`config.mk`:
```
export PLATFORM = sky130hd
export DESIGN_NAME = dram_arbiter
export DESIGN_NICKNAME = d
export VERILOG_FILES = /design/src/rtl/dram_arbiter_pkg.sv /design/src/rtl/dram_arbiter_tag_fifo.sv /design/src/rtl/dram_arbiter.sv
export SDC_FILE = /design/constraint.sdc
export NUM_CORES = 1
export LEC_CHECK = 0
export ABC_AREA = 1
export CAP_MARGIN = 30
export CELL_PAD_IN_SITES_DETAIL_PLACEMENT = 1
export CELL_PAD_IN_SITES_GLOBAL_PLACEMENT = 2
export CORE_MARGIN = 4
export CORE_UTILIZATION = 23
export DETAILED_ROUTE_END_ITERATION = 10
export GPL_TIMING_DRIVEN = 1
export PLACE_DENSITY_LB_ADDON = 0.1
export SYNTH_ARGS = -nofsm -noshare
export SYNTH_HDL_FRONTEND = slang
export SYNTH_SLANG_ARGS = --single-unit
```
`constraint.sdc`:
```
create_clock -name clk_200 -period 4.1 [get_ports clk_200]
set_clock_uncertainty 0.2 [all_clocks]
set_input_delay 0.82 -clock clk_200 [delete_from_list [all_inputs] [get_ports clk_200]]
set_output_delay 0.82 -clock clk_200 [all_outputs]
set_load 0.005 [all_outputs]
```
`src/rtl/dram_arbiter_pkg.sv`:
```
// -----------------------------------------------------------------------------
// dram_arbiter_pkg
//   Shared definitions for the DRAM arbiter slice: the SDRAM command bus widths
//   and the command record held in the arbiter's output register.
// -----------------------------------------------------------------------------
package dram_arbiter_pkg;

  localparam int DRAM_ADDR_W = 24;
  localparam int DRAM_DATA_W = 16;

  typedef struct packed {
    logic                   we;
    logic [DRAM_ADDR_W-1:0] addr;
    logic [DRAM_DATA_W-1:0] wdata;
  } dram_cmd_t;

endpackage

```
`src/rtl/dram_arbiter_tag_fifo.sv`:
```
// -----------------------------------------------------------------------------
// tag_fifo
//   Small synchronous FIFO that remembers which requester issued each
//   outstanding read so in-order read data can be routed back.
//   DEPTH must be a power of two; the pointers wrap by natural overflow.
//
// Ports
//   clk_200 : clock
//   rst     : synchronous active-high reset (count and pointers to 0)
//   push    : write din (ignored when full)
//   din     : tag to store
//   pop     : discard the head entry (ignored when empty)
//   dout    : head entry, valid while empty is low
//   count   : number of stored entries, 0..DEPTH
//   empty   : count == 0
//   full    : count == DEPTH
// -----------------------------------------------------------------------------
module tag_fifo #(
  parameter  int WIDTH = 2,
  parameter  int DEPTH = 8,
  localparam int PTR_W = $clog2(DEPTH),
  localparam int CNT_W = $clog2(DEPTH) + 1
) (
  input  logic             clk_200,
  input  logic             rst,
  input  logic             push,
  input  logic [WIDTH-1:0] din,
  input  logic             pop,
  output logic [WIDTH-1:0] dout,
  output logic [CNT_W-1:0] count,
  output logic             empty,
  output logic             full
);

  logic [WIDTH-1:0] mem_q [DEPTH];
  logic [PTR_W-1:0] wr_ptr_q, wr_ptr_d;
  logic [PTR_W-1:0] rd_ptr_q, rd_ptr_d;
  logic [CNT_W-1:0] count_q, count_d;
  logic             push_ok, pop_ok;

  assign empty = (count_q == '0);
  assign full  = (count_q == CNT_W'(DEPTH));
  assign count = count_q;
  assign dout  = mem_q[rd_ptr_q];

  // NOTE: every variable assigned in always_comb gets a value on every path
  // (here unconditionally), otherwise synthesis infers a latch.
  always_comb begin
    push_ok  = push && !full;
    pop_ok   = pop && !empty;
    wr_ptr_d = wr_ptr_q + PTR_W'(push_ok);
    rd_ptr_d = rd_ptr_q + PTR_W'(pop_ok);
    // Simultaneous push and pop cancel out.
    count_d  = count_q + CNT_W'(push_ok) - CNT_W'(pop_ok);
  end

  // NOTE: sequential state uses non-blocking assignments so all registers
  // update together from pre-edge values; blocking here creates order races.
  always_ff @(posedge clk_200) begin
    if (rst) begin
      wr_ptr_q <= '0;
      rd_ptr_q <= '0;
      count_q  <= '0;
    end else begin
      wr_ptr_q <= wr_ptr_d;
      rd_ptr_q <= rd_ptr_d;
      count_q  <= count_d;
    end
  end

  // NOTE: storage is deliberately not reset; the count guards every read, and
  // a reset on the array would force flops instead of a RAM/LUT structure.
  always_ff @(posedge clk_200) begin
    if (push_ok) mem_q[wr_ptr_q] <= din;
  end

endmodule

```
`src/rtl/dram_arbiter.sv`:
```
// -----------------------------------------------------------------------------
// dram_arbiter
//   Arbitrates N_REQ requesters onto one SDRAM controller command port.
//   Requester 0 (VGA framebuffer) normally wins, but requesters 1..N_REQ-1
//   that have waited MAX_WAIT cycles jump ahead of it. Ties among aged, and
//   among non-aged, requesters are broken round-robin. Reads are tagged with
//   the requester index so in-order read data is returned to its owner.
//
// Ports
//   clk_200, rst        : clock, synchronous active-high reset
//   req_valid/we/addr/wdata [N_REQ] : per-requester command
//   req_ready [N_REQ]   : command accepted this cycle (one-hot or zero)
//   rsp_valid [N_REQ]   : one-cycle read-data strobe for the owning requester
//   rsp_rdata           : shared read data bus
//   ctl_valid/ready/we/addr/wdata   : command to the SDRAM controller
//   ctl_rvalid/rdata    : in-order read data from the controller
//   err_underflow       : sticky, read data arrived with no outstanding tag
// -----------------------------------------------------------------------------
module dram_arbiter
  import dram_arbiter_pkg::*;
#(
  parameter int N_REQ     = 3,
  parameter int MAX_WAIT  = 64,
  parameter int TAG_DEPTH = 8
) (
  input  logic                              clk_200,
  input  logic                              rst,
  input  logic [N_REQ-1:0]                  req_valid,
  input  logic [N_REQ-1:0]                  req_we,
  input  logic [N_REQ-1:0][DRAM_ADDR_W-1:0] req_addr,
  input  logic [N_REQ-1:0][DRAM_DATA_W-1:0] req_wdata,
  output logic [N_REQ-1:0]                  req_ready,
  output logic [N_REQ-1:0]                  rsp_valid,
  output logic [DRAM_DATA_W-1:0]            rsp_rdata,
  output logic                              ctl_valid,
  input  logic                              ctl_ready,
  output logic                              ctl_we,
  output logic [DRAM_ADDR_W-1:0]            ctl_addr,
  output logic [DRAM_DATA_W-1:0]            ctl_wdata,
  input  logic                              ctl_rvalid,
  input  logic [DRAM_DATA_W-1:0]            ctl_rdata,
  output logic                              err_underflow
);

  localparam int TAG_W  = (N_REQ > 1) ? $clog2(N_REQ) : 1;
  localparam int WAIT_W = $clog2(MAX_WAIT + 1);
  localparam int CNT_W  = $clog2(TAG_DEPTH) + 1;

  dram_cmd_t                         cmd_q, cmd_d;
  logic                              ctl_valid_q, ctl_valid_d;
  logic [N_REQ-1:1][WAIT_W-1:0]      wait_q, wait_d;
  logic [TAG_W-1:0]                  rr_q, rr_d;
  logic [N_REQ-1:0]                  rsp_valid_q, rsp_valid_d;
  logic [DRAM_DATA_W-1:0]            rsp_rdata_q, rsp_rdata_d;
  logic                              err_q, err_d;

  logic [N_REQ-1:0]                  eligible, aged_cand, young_cand;
  logic [TAG_W:0]                    aged_pick, young_pick;
  logic [TAG_W-1:0]                  grant_idx;
  logic                              grant_rr, accept, slot_free;

  logic                              fifo_push, fifo_pop, fifo_empty, fifo_full;
  logic [TAG_W-1:0]                  fifo_dout;
  logic [CNT_W-1:0]                  fifo_count;

  // Round-robin search over cand starting just after last; index 0 is never a
  // candidate. Returns {found, index}. Iterating far-to-near lets the nearest
  // match overwrite the others, so no early exit is needed.
  function automatic logic [TAG_W:0] rr_pick(input logic [N_REQ-1:0] cand,
                                             input logic [TAG_W-1:0] last);
    logic [TAG_W:0] res;
    int             idx;
    res = '0;
    for (int k = N_REQ; k >= 1; k--) begin
      idx = (int'(last) + k) % N_REQ;
      if (cand[TAG_W'(idx)]) res = {1'b1, TAG_W'(idx)};
    end
    return res;
  endfunction

  // Grant selection. Read eligibility uses the registered FIFO count, so a
  // read return in the same cycle cannot unblock a read.
  always_comb begin
    eligible   = req_valid & (req_we | {N_REQ{~fifo_full}});
    aged_cand  = '0;
    young_cand = '0;
    for (int i = 1; i < N_REQ; i++) begin
      aged_cand[i]  = eligible[i] && (wait_q[i] == WAIT_W'(MAX_WAIT));
      young_cand[i] = eligible[i] && (wait_q[i] != WAIT_W'(MAX_WAIT));
    end
    aged_pick  = rr_pick(aged_cand, rr_q);
    young_pick = rr_pick(young_cand, rr_q);

    // The command register can take a new entry if it is empty or draining.
    slot_free = !ctl_valid_q || ctl_ready;

    grant_idx = '0;
    grant_rr  = 1'b0;
    accept    = 1'b0;
    if (aged_pick[TAG_W]) begin
      grant_idx = aged_pick[TAG_W-1:0];
      grant_rr  = 1'b1;
      accept    = 1'b1;
    end else if (eligible[0]) begin
      accept    = 1'b1;
    end else if (young_pick[TAG_W]) begin
      grant_idx = young_pick[TAG_W-1:0];
      grant_rr  = 1'b1;
      accept    = 1'b1;
    end
    accept = accept && slot_free && !rst;

    req_ready            = '0;
    req_ready[grant_idx] = accept;
  end

  // Next-state for command register, aging, round-robin and response path.
  always_comb begin
    cmd_d       = cmd_q;
    ctl_valid_d = ctl_valid_q && !ctl_ready;
    if (accept) begin
      cmd_d = '{we:    req_we[grant_idx],
                addr:  req_addr[grant_idx],
                wdata: req_wdata[grant_idx]};
      ctl_valid_d = 1'b1;
    end

    rr_d = (accept && grant_rr) ? grant_idx : rr_q;

    // Aging: count while waiting, saturate, clear on acceptance or idle.
    for (int i = 1; i < N_REQ; i++) begin
      if (req_valid[i] && !req_ready[i]) begin
        wait_d[i] = (wait_q[i] == WAIT_W'(MAX_WAIT)) ? wait_q[i]
                                                     : wait_q[i] + WAIT_W'(1);
      end else begin
        wait_d[i] = '0;
      end
    end

    fifo_push = accept && !req_we[grant_idx];
    fifo_pop  = ctl_rvalid;

    // Read data with no outstanding tag is dropped and flagged.
    rsp_valid_d = '0;
    rsp_rdata_d = rsp_rdata_q;
    err_d       = err_q || (ctl_rvalid && fifo_empty);
    if (ctl_rvalid && !fifo_empty) begin
      rsp_valid_d[fifo_dout] = 1'b1;
      rsp_rdata_d            = ctl_rdata;
    end
  end

  always_ff @(posedge clk_200) begin
    if (rst) begin
      cmd_q       <= '0;
      ctl_valid_q <= 1'b0;
      wait_q      <= '0;
      rr_q        <= '0;
      rsp_valid_q <= '0;
      rsp_rdata_q <= '0;
      err_q       <= 1'b0;
    end else begin
      cmd_q       <= cmd_d;
      ctl_valid_q <= ctl_valid_d;
      wait_q      <= wait_d;
      rr_q        <= rr_d;
      rsp_valid_q <= rsp_valid_d;
      rsp_rdata_q <= rsp_rdata_d;
      err_q       <= err_d;
    end
  end

  tag_fifo #(
    .WIDTH (TAG_W),
    .DEPTH (TAG_DEPTH)
  ) u_tag_fifo (
    .clk_200 (clk_200),
    .rst     (rst),
    .push    (fifo_push),
    .din     (grant_idx),
    .pop     (fifo_pop),
    .dout    (fifo_dout),
    .count   (fifo_count),
    .empty   (fifo_empty),
    .full    (fifo_full)
  );

  // Reads are only granted below TAG_DEPTH, so the count can never exceed it.
  a_count_bound: assert property (@(posedge clk_200) disable iff (rst)
                                  fifo_count <= CNT_W'(TAG_DEPTH));

  assign ctl_valid     = ctl_valid_q;
  assign ctl_we        = cmd_q.we;
  assign ctl_addr      = cmd_q.addr;
  assign ctl_wdata     = cmd_q.wdata;
  assign rsp_valid     = rsp_valid_q;
  assign rsp_rdata     = rsp_rdata_q;
  assign err_underflow = err_q;

endmodule

```
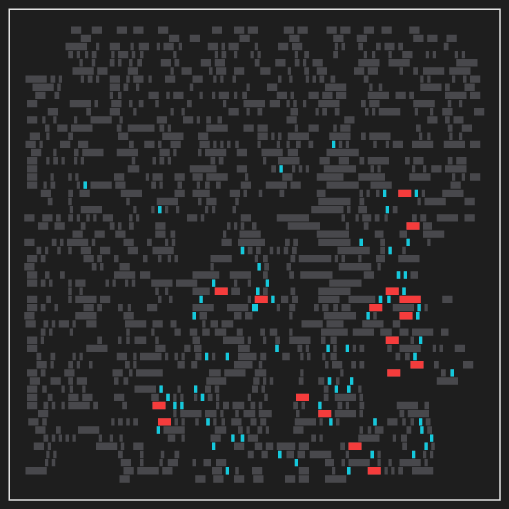
(run_1/gate_families.png)
Scale: 3 px per um.
- adder and majority cells: red (cells 17)
- inverters: cyan (cells 63)

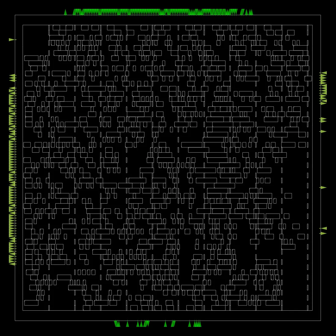
(run_1/final_placement.png)
Util after Layout: 35.4%
Seq/total area: 26.9%

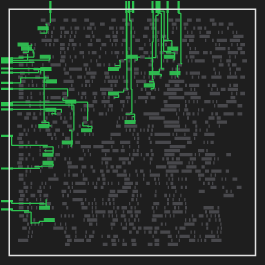
(run_1/port_nets.png)
Scale: 1.5 px per um.
- ctl_addr: green (bits 24; direction output; end cells 24; buffers 24; wire 1,130 um)

==> reports/metrics.csv, run 1 <==
stage,metric,value,unit
status,status,completed,
job,warning_count,30,
sta,max_slew_margin,64.2,%
sta,slew_viol_final,0,
power,total_power,0.00500,W
logic_synthesis,fp_nets,936,
floorplan,dieHeight,163,um
clock_network,cts_tree,yes,
setup_path,critical_path.cell_chain,clkdlybuf4s50_1 > inv_1 > nand3_2 > nand2_2 > nor2_4 > nand2_2 > nand2_4 > nor2_8 > nand2_4 > nand2_8 > nor2_8 > buf_4 > nand2_2 > inv_1 > clkdlybuf4s50_1,
setup_path,crit_path_frequent_cell,nand2_2,
power,peakVddDrop,0.242,mV
logic_synthesis,top_cells_by_area,"dfxtp_1 32%, nand2_1 15%, nand3_1 9.4%",
grt,grt_max_degree,44,
layout,nNetsFinal,1146,
routing,via_per_inst,4.26,
logic_synthesis,synth.avg_cell_area,7.16,sq um
routing,drt-pass1-iter-count,4,
logic_synthesis,ys_types,39,
setup_path,worstPathRequired,3.08,ns
grt,globalRoute.totalOverflow,0,
sta,final-hold-violation-count,0,
clock_network,htree_levels,3,
setup_path,cp_max_fo,6,
routing,num_vias,5572,
grt,grt_pass1_wl,32000,um
routing,wire_per_inst,15.8,um
==> run 1: stage by stage <==
| step | setup slack (ns) | cell area (sq um) | hold slack [ns] | instances |
|---|---|---|---|---|
| after floorplan | 0.968 | 5530 | 0.247 | 773 |
| after global placement | 0.0737 | 7990 | 0.243 | 1291 |
| after detailed placement | 0.0660 | 7990 | 0.245 | 1291 |
| after CTS | 0.0496 | 8300 | 0.260 | 1307 |
| after global routing | 0.0104 | 8340 | 0.294 | 1307 |
| final | 0.157 | 8340 | 0.251 | 1307 |
==> run 1: power by group <==
| part | switching, W | total [W] | internal (W) | leakage (nW) |
|---|---|---|---|---|
| logic | 0.00146 | 0.00256 | 0.00111 | 2.52 |
| clock network | 0.000484 | 0.000932 | 0.000448 | 0.154 |
| registers | 0.000161 | 0.00150 | 0.00134 | 0.872 |
| total | 0.00210 | 0.00500 | 0.00290 | 3.55 |
==> run 1: worst paths after layout <==
kind	from	endpoint	slack, ns	cells after the start
hold reg to reg	err_underflow$_SDFF_PP0_	err_underflow$_SDFF_PP0_	0.25	2
hold / removal	err_underflow$_SDFF_PP0_	err_underflow$_SDFF_PP0_	0.25	2
setup / recovery	req_we[1]	req_ready[2]	0.16	15
setup reg to reg	u_tag_fifo.count[2]$_SDFF_PP0_	u_tag_fifo.count[2]$_SDFF_PP0_	0.76	18
==> run 1: sequential cells by signal (all words and copies together) (netlist names) <==
name                 cells
ctl_addr                24
ctl_valid                1
ctl_wdata               16
ctl_we                   1
err_underflow            1
rr_q                     2
rsp_rdata               16
rsp_valid                3
u_tag_fifo.count         4
u_tag_fifo.mem_q        16
u_tag_fifo.rd_ptr_q      3
u_tag_fifo.wr_ptr_q      3
wait_q                  14
==> run 1: logic make-up after synthesis <==
logic type               share of synthesized area (%)
AND-OR/OR-AND                                     5.45
XOR/XNOR                                         0.791
adder cells (fa/ha/maj)                           3.98
buffers and inverters                             8.00
flip-flops                                        40.5
multiplexers                                     0.181
AND/OR/NAND/NOR                                   41.1
==> run 1: worst min-delay path, cell delays in order, from the launching register on <==
cell and delay (ns):
dfxtp_1 0.32, inv_1 0.05, a21oi_1 0.05
==> run 1: synthesized netlist by cell type (6+ instances only) <==
master    instances
a21oi_1          16
buf_6             7
inv_1            59
nand2_2           9
nand2_1         220
nand4_1           8
ha_1             16
buf_4             6
dfxtp_1          88
edfxtp_1         16
clkbuf_1         12
buf_2             7
nor2_2            7
o21ai_0          28
nor3_1           16
nand3_1         104
nor2_1          113
==> run 1: repair_timing <==
| item | in CTS | in global routing |
|---|---|---|
| buffers inserted | 0 | 0 |
| setup endpoints to repair | 0 | 3 |
| gates resized | 0 | 8 |
==> run 1: cell type report <==
| cell class | count | area (sq um) |
|---|---|---|
| Clock buffer | 9 | 225 |
| Inverter | 63 | 239 |
| Timing Repair Buffer | 231 | 2260 |
| Multi-Input combinational cell | 574 | 2880 |
| Tap cell | 319 | 399 |
| Sequential cell | 104 | 2240 |
| Fill cell | 2927 | 15200 |
| Clock inverter | 7 | 88.8 |
==> run 1: layer usage <==
metal	global-route usage, %	up-vias	part of all wire [%]
met5	0	-	0.063
met4	3.09	2	0.87
met3	5.37	15	6.8
met2	27.2	111	51
met1	18.2	2546	41
li1	-	2898	-
==> run 2: changes to the inputs <==
--- a/config.mk
+++ b/config.mk
@@ -6,14 +6,14 @@
 export NUM_CORES = 1
 export LEC_CHECK = 0
 export ABC_AREA = 1
-export CAP_MARGIN = 30
+export CAP_MARGIN = 20
 export CELL_PAD_IN_SITES_DETAIL_PLACEMENT = 1
 export CELL_PAD_IN_SITES_GLOBAL_PLACEMENT = 2
 export CORE_MARGIN = 4
 export CORE_UTILIZATION = 23
 export DETAILED_ROUTE_END_ITERATION = 10
 export GPL_TIMING_DRIVEN = 1
-export PLACE_DENSITY_LB_ADDON = 0.1
+export PLACE_DENSITY = 0.83
 export SYNTH_ARGS = -nofsm -noshare
 export SYNTH_HDL_FRONTEND = slang
 export SYNTH_SLANG_ARGS = --single-unit
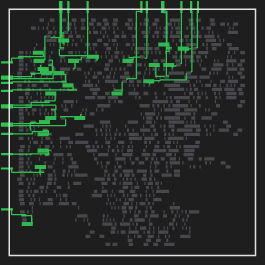
(run_2/port_nets.png)
Scale: 1.5 px per um.
- ctl_addr: green (bits 24; direction output; end cells 24; buffers 24; wire 1,050 um)
port bufs: 210
I/O pin count: 211

==> reports/metrics.csv, run 2 <==
stage,metric,value,unit
logic_synthesis,simple_gate_area_share,41.1,%
clock_network,htree_levels,3,
logic_synthesis,ys_types,39,
layout,regArea,2240,sq um
setup_path,regToRegStartpoint,wait_q[7]$_SDFFE_PP0P_,
logic_synthesis,top_cells_by_count,"220 x nand2_1, 113 x nor2_1, 104 x nand3_1",
power,p_clk_share,18.2,%
routing,via_per_inst,4.36,
layout,nNetsFinal,1147,
power,seq_power_share,29.9,%
hold_path,hp-start,err_underflow$_SDFF_PP0_,
status,status,completed,
logic_synthesis,synthAdderAreaFrac,3.98,%
logic_synthesis,synth.avg_cell_area,7.16,sq um
layout,design_area,8360,sq um
layout,largest_reg_flops,24,
routing,num_vias,5706,
layout,combGateArea,2880,sq um
power,power.internal,0.00291,W
power,pwr-share-comb,51.9,%
grt,grt_max_degree,44,
sta,final-hold-violation-count,0,
power,power_switching,0.00213,W
floorplan,dieHeight,163,um
power,peakVddDrop,0.277,mV
power,switching_share,42.2,%
sta,slew_viol_final,0,
grt,grt_pass1_wl,31500,um
setup_path,cp_max_fo,6,
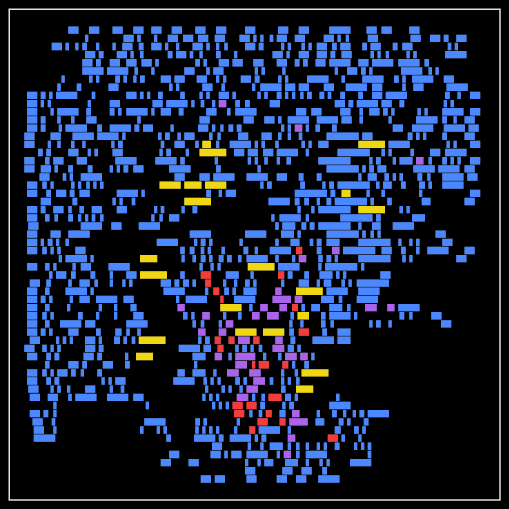
(run_2/drive_strength.png)
Scale: 3 px per um.
- drive 3 to 4: purple (cells 36)
- drive 6 and up: yellow (cells 21)
- drive 1 or less: blue (cells 908)
- drive 2: red (cells 24)

## run 2: cell counts after synthesis
Identical to the previous run, type by type.
## run 2: cell families (layout without fill, tap and decap cells)
| kind of cell | after synthesis | after routing |
|---|---|---|
| multiplexers | 1 | 1 |
| adder cells (fa/ha/maj) | 17 | 17 |
| AND/OR/NAND/NOR | 498 | 498 |
| AND-OR/OR-AND | 53 | 53 |
| XOR/XNOR | 5 | 5 |
| flip-flops | 104 | 104 |
| buffers and inverters | 95 | 311 |
## run 2: final timing paths
| path | end | slack, ns | cells after the start |
|---|---|---|---|
| hold / removal | err_underflow$_SDFF_PP0_ | 0.25 | 2 |
| setup reg to reg | u_tag_fifo.count[1]$_SDFF_PP0_ | 0.61 | 19 |
| hold reg to reg | err_underflow$_SDFF_PP0_ | 0.25 | 2 |
| setup / recovery | req_ready[1] | 0.13 | 14 |
## run 2: cell type report
| type | count | area share [%] |
|---|---|---|
| Tap cell | 319 | 4.77 |
| Multi-Input combinational cell | 574 | 34.5 |
| Inverter | 63 | 2.86 |
| Timing Repair Buffer | 232 | 27.3 |
| Sequential cell | 104 | 26.8 |
| Clock inverter | 7 | 1.12 |
| Clock buffer | 9 | 2.69 |
## run 2: timing repair
action / CTS / global route
gates resized: 0 / 8
hold buffers: 0 / 0
setup endpoints to repair: 0 / 2
## run 2: per-layer routing
metal / vias up / part of all wire, % / track usage (%)
met4: 4 / 2.3 / 4.77
met2: 132 / 49 / 26.0
met5: - / 0.10 / 0
met3: 31 / 6.1 / 4.34
met1: 2632 / 42 / 17.8
li1: 2907 / - / -
## run 2: through the flow
step	power, W	worst slack [ns]	instances	util (%)
final	0.00504	0.127	1308	35.5
after global routing	0.00551	-0.00266	1308	35.5
after CTS	0.00515	0.0381	1308	35.4
after detailed placement	0.00419	0.0498	1292	34.0
after global placement	0.00416	0.0866	1292	34.0
after floorplan	0.00301	0.968	773	-
## run 2: power by group through the flow
| stage | clock, W | combinational [W] | sequential (W) |
|---|---|---|---|
| 3_3_place_gp | 0 | 0.00263 | 0.00152 |
| 4_1_cts | 0.000964 | 0.00267 | 0.00151 |
| 5_1_grt | 0.00100 | 0.00295 | 0.00155 |
| 3_5_place_dp | 0 | 0.00266 | 0.00153 |
| 2_1_floorplan | 0 | 0.00148 | 0.00153 |
| 6_report | 0.000919 | 0.00262 | 0.00151 |
## run 2: worst min-delay path: stages, from the launching register on
cell and delay (ns):
dfxtp_1 0.32, inv_1 0.05, a21oi_1 0.05
Power and IR drop assume default switching activity.
